[config.mk]
export PLATFORM = sky130hd
export DESIGN_NAME = div_ratio_detector
export DESIGN_NICKNAME = d
export VERILOG_FILES = /design/src/rtl/div_ratio_detector.sv
export SDC_FILE = /design/constraint.sdc
export NUM_CORES = 1
export LEC_CHECK = 0
export CAP_MARGIN = 20
export CORE_ASPECT_RATIO = 1.2
export CORE_MARGIN = 4
export CORE_UTILIZATION = 40
export DETAILED_ROUTE_END_ITERATION = 10
export PLACE_DENSITY = 0.71
export SLEW_MARGIN = 20
export SYNTH_ARGS = -nofsm -noshare
export SYNTH_HDL_FRONTEND = slang
export SYNTH_SLANG_ARGS = --single-unit
[constraint.sdc]
create_clock -name clk -period 2.9 [get_ports clk]
set_clock_uncertainty 0.1 [all_clocks]
set_input_delay 0.725 -clock clk [delete_from_list [all_inputs] [get_ports clk]]
set_output_delay 0.725 -clock clk [all_outputs]
set_load 0.01 [all_outputs]
[src/rtl/div_ratio_detector.sv]
// Measures period and high time of a divided clock in clk cycles; reports lock/error.
// Optional DIV_RATIO_SYNC_EN adds a 2-flop synchronizer in front of edge detection.
module div_ratio_detector #(
  parameter int CNT_W    = 8,
  parameter int LOCK_CNT = 4,
  parameter int TOL      = 0
) (
  input  logic             clk,
  input  logic             res,
  input  logic             div_in,
  output logic [CNT_W-1:0] period,
  output logic [CNT_W-1:0] high_time,
  output logic             period_valid,
  output logic             locked,
  output logic             err
);

  typedef enum logic [1:0] {IDLE, MEASURE, TRACK, LOCKED} state_t;

  localparam int               MW      = 4;
  localparam logic [CNT_W-1:0] CNT_MAX = '1;
  localparam logic [CNT_W:0]   TOL_V   = (CNT_W+1)'(TOL);
  localparam logic [MW-1:0]    LOCK_V  = MW'(LOCK_CNT);

  state_t           state, state_nx;
  logic             div_s, div_q, rise, fall;
  logic [CNT_W-1:0] cnt, hcnt, prev;
  logic [CNT_W:0]   diff;
  logic [MW-1:0]    match, match_nx, match_inc;
  logic             in_tol, ovf;
  logic             pv_nx, locked_nx, err_nx, load_prev;

`ifdef DIV_RATIO_SYNC_EN
  logic [1:0] sync_pipe;

  always_ff @(posedge clk or posedge res) begin
    if (res) sync_pipe <= '0;
    else     sync_pipe <= {sync_pipe[0], div_in};
  end

  assign div_s = sync_pipe[1];
`else
  assign div_s = div_in;
`endif

  assign rise = div_s & ~div_q;
  assign fall = ~div_s & div_q;

  // Extra bit keeps the absolute difference free of wrap.
  assign diff = (cnt >= prev) ? ({1'b0, cnt} - {1'b0, prev})
                              : ({1'b0, prev} - {1'b0, cnt});
  assign in_tol    = (diff <= TOL_V);
  assign match_inc = match + 1'b1;

  // A rise reloads cnt, so saturation only counts when no rise is present.
  assign ovf = (cnt == CNT_MAX) && !rise && (state != IDLE);

  always_ff @(posedge clk or posedge res) begin
    if (res) state <= IDLE;
    else     state <= state_nx;
  end

  always_comb begin
    state_nx  = state;
    match_nx  = match;
    pv_nx     = 1'b0;
    locked_nx = locked;
    err_nx    = err;
    load_prev = 1'b0;
    if (ovf) begin
      state_nx  = IDLE;
      err_nx    = 1'b1;
      locked_nx = 1'b0;
      match_nx  = '0;
    end else if (rise) begin
      unique case (state)
        IDLE: state_nx = MEASURE;
        MEASURE: begin
          pv_nx     = 1'b1;
          load_prev = 1'b1;
          match_nx  = '0;
          state_nx  = TRACK;
        end
        TRACK: begin
          pv_nx     = 1'b1;
          load_prev = 1'b1;
          if (in_tol) begin
            match_nx = match_inc;
            if (match_inc == LOCK_V) begin
              state_nx  = LOCKED;
              locked_nx = 1'b1;
              err_nx    = 1'b0;
            end
          end else begin
            match_nx = '0;
          end
        end
        LOCKED: begin
          pv_nx     = 1'b1;
          load_prev = 1'b1;
          if (!in_tol) begin
            locked_nx = 1'b0;
            err_nx    = 1'b1;
            match_nx  = '0;
            state_nx  = TRACK;
          end
        end
        default: state_nx = IDLE;
      endcase
    end
  end

  always_ff @(posedge clk or posedge res) begin
    if (res) begin
      div_q        <= 1'b0;
      cnt          <= '0;
      hcnt         <= '0;
      prev         <= '0;
      match        <= '0;
      period       <= '0;
      high_time    <= '0;
      period_valid <= 1'b0;
      locked       <= 1'b0;
      err          <= 1'b0;
    end else begin
      div_q <= div_s;
      if (rise)                cnt <= CNT_W'(1);
      else if (cnt != CNT_MAX) cnt <= cnt + 1'b1;
      if (rise)                          hcnt <= CNT_W'(1);
      else if (div_s && hcnt != CNT_MAX) hcnt <= hcnt + 1'b1;
      if (fall)      high_time <= hcnt;
      if (pv_nx)     period    <= cnt;
      if (load_prev) prev      <= cnt;
      match        <= match_nx;
      period_valid <= pv_nx;
      locked       <= locked_nx;
      err          <= err_nx;
    end
  end

endmodule

==> results_dict.tcl <==
# flow metrics
set metrics [dict create \
    outcome "finished, final reports clean" \
    max_freq_mhz 360 \
    fp_nets 306 \
    cts_num_sinks 42 \
    synthToLayoutAreaGrowth_pct 18.7 \
    placeableCoreArea_um2 6450 \
    fillerInstances 610 \
    comb_area_um2 1490 \
    crit_arrival_ns 2.92 \
    grt_util_all_layers 0.158 \
    critical_path_class "reg -> reg" \
    worstSkewPairLatency_ns 0.30 \
    critical_path.endpoint_type "flop" \
    grt_pass1_wl_mm 10.3 \
    critPathCapture "match[2]$_DFFE_PP0P_" \
    std_cell_rows 32 \
    max-vdd-ir-drop_mv 0.469 \
    grt_overflow_total 0 \
    grt_start_max_net_pins 21 \
    place_hpwl_mm 4.42 \
    top_usage_layer "met2" \
    worst_slew_margin_rel 0.555 \
    clk_pin_slew_ns 0.09 \
    drt-total-wl_mm 5.73 \
    timing.reg2reg.setup_slack_ns 0.12 \
    critical_path_peak_fanout 7 \
    cellLeakagePower_uw 0.00141 \
    fp_util 0.415 \
    syn-instance-count 283 \
    critPathRequiredTime_ns 3.04 \
    cts.root.buffer_cell "sky130_fd_sc_hd__clkbuf_8" \
    hold_path_class "reg -> reg" \
    setup_total_negative_slack_ns 0 \
    number_of_iterations_in_the_first_detailed_routing_pass 4 \
    critical_path.reg2reg.startpoint "prev[2]$_DFFE_PP0P_" \
    design.die.area_um2 8060 \
    placement.io_buffers 21 \
    cell_count_of_the_worst_hold_path 1 \
    yosys.stat.seqShare 0.393 \
    period_needed_ns 2.78 \
    h-tree-depth 2 \
    layout-drive-gt1-share 0.168 \
    synth_largest_type_area_fraction 0.393 \
    powerDensity_nw_per_um2 799 \
    avgSynthCellArea_um2 9.45 \
    count_of_flip_flops_with_a_built_in_enable_after_synthesis 0 \
    die_ht_um 97.6 \
]
critical path, stage by stage, from the launching register on:
cell and delay, ns:
sky130_fd_sc_hd__dfrtp_1 0.41, sky130_fd_sc_hd__inv_1 0.09, sky130_fd_sc_hd__ha_2 0.32, sky130_fd_sc_hd__or2_1 0.27, sky130_fd_sc_hd__or3_1 0.34, sky130_fd_sc_hd__nor4_2 0.17, sky130_fd_sc_hd__a21o_2 0.17, sky130_fd_sc_hd__o2111ai_4 0.15
sky130_fd_sc_hd__a2111o_1 0.48, sky130_fd_sc_hd__a2bb2oi_1 0.14, sky130_fd_sc_hd__nand2_1 0.08
Yosys cell counts (3+ instances only):
master	count
sky130_fd_sc_hd__o21ai_0	17
sky130_fd_sc_hd__inv_1	29
sky130_fd_sc_hd__o22ai_1	7
sky130_fd_sc_hd__nor3_1	6
sky130_fd_sc_hd__nor2_1	17
sky130_fd_sc_hd__nand3_1	8
sky130_fd_sc_hd__and3_1	4
sky130_fd_sc_hd__o211ai_1	4
sky130_fd_sc_hd__a21o_1	3
sky130_fd_sc_hd__mux2i_1	3
sky130_fd_sc_hd__a21oi_1	14
sky130_fd_sc_hd__a31oi_1	3
sky130_fd_sc_hd__xnor2_1	5
sky130_fd_sc_hd__o21a_1	4
sky130_fd_sc_hd__mux2_2	8
sky130_fd_sc_hd__dfrtp_1	42
sky130_fd_sc_hd__xor2_1	6
sky130_fd_sc_hd__buf_6	3
sky130_fd_sc_hd__clkbuf_1	3
sky130_fd_sc_hd__ha_1	20
sky130_fd_sc_hd__nand2_1	24
sky130_fd_sc_hd__nand4_1	4
sky130_fd_sc_hd__nor2b_1	3
sky130_fd_sc_hd__nand2b_1	5
timing repair:
action                                  in CTS  in global routing
buffers inserted                             0                  3
gates resized                                0                 11
endpoints found under the setup margin       0                  6
where the power goes:
part / switching (µW) / internal [µW] / leakage (µW)
combinational: 692 / 621 / 0.000800
sequential: 82.2 / 672 / 0.000551
clock: 211 / 258 / 0.0000585
total: 986 / 1550 / 0.00141
cells by family after synthesis:
family	after synthesis	share of synthesized area
compound gates	77	0.200
fa+ha+maj	20	0.0936
simple gates	84	0.162
buf+inv	38	0.0697
flops	42	0.393
xor+xnor	11	0.0360
mux	11	0.0449
sequential cells by signal (all words and copies together) (netlist names):
register,count
cnt,8
hcnt,8
high_time,8
prev,8
match,4
state,2
div_q,1
err,1
locked,1
period_valid,1
final cells by class:
| cell class | count | share of cell area |
|---|---|---|
| clock inverters | 3 | 0.0138 |
| well taps | 85 | 0.0335 |
| multi-input cells | 203 | 0.469 |
| inverters | 29 | 0.0343 |
| clock buffers | 5 | 0.0217 |
| repair buffers | 34 | 0.0970 |
| flip-flops and latches | 42 | 0.331 |
metal layers:
layer  vias to the layer above  share of wire
li1                       1064              -
met1                      1044           0.43
met2                        49           0.53
met3                         7          0.031
met4                         0          0.014
met5                         -              0
stage by stage:
step                setup slack [ns]  utilization  std cells  instance area, µm²  total power (µW)
finish                         0.124        0.492        401                3170              2540
detailed placement            0.0712        0.464        390                2990              1960
global placement               0.165        0.464        390                2990              1930
CTS                           0.0352        0.481        398                3100              2440
floorplan                      0.332            -        283                2670              1670
global route               -0.000977        0.492        401                3170              2720
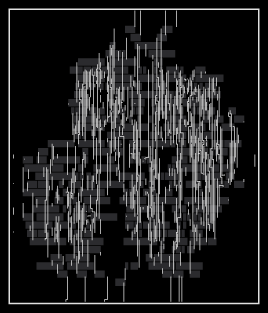
Figure 1: met2 routing.
Drawn at 3 px/µm. Cells faint in the background.
The wires run mostly vertical. 287 nets have wire on it. The layer carries 3,010 µm of wire.

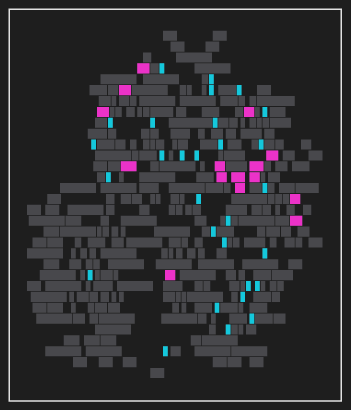
Figure 2: gate families picked out.
Drawn at 4 px/µm.
Cyan marks inv cells, cells 29, most used inv_1. Magenta marks non-inverting ao/oa cells, cells 15, most used o21a_1.

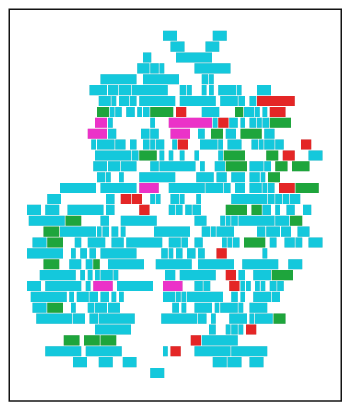
Figure 3: drive-strength map.
Drawn at 4 px/µm.
Magenta marks _6 and larger, cells 7, most used clkbuf_8. Cyan marks _0 and _1 cells, cells 263, most used dfrtp_1. Green marks _2 cells, cells 29, most used mux2_2. Red marks _3 and _4 cells, cells 17, most used buf_4.

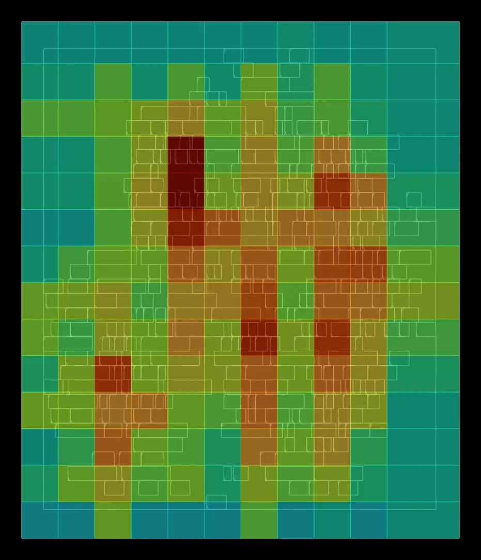
Figure 4: congestion heat map.
fraction of met3 tracks used by global routing: 0.0260
post-layout util: 0.492
GR Util met1: 0.196
met2 Use GR: 0.280
routed length per instance: 14.3 µm

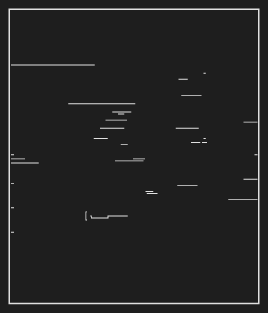
Figure 5: M3 wires.
Drawn at 3 px/µm.
The longest straight run is 27.6 µm. The wires run mostly horizontal. 27 nets have wire on it. The layer holds 3.1% of the routed length. The layer carries 176 µm of wire.

Power is estimated from default activity; no workload was simulated.
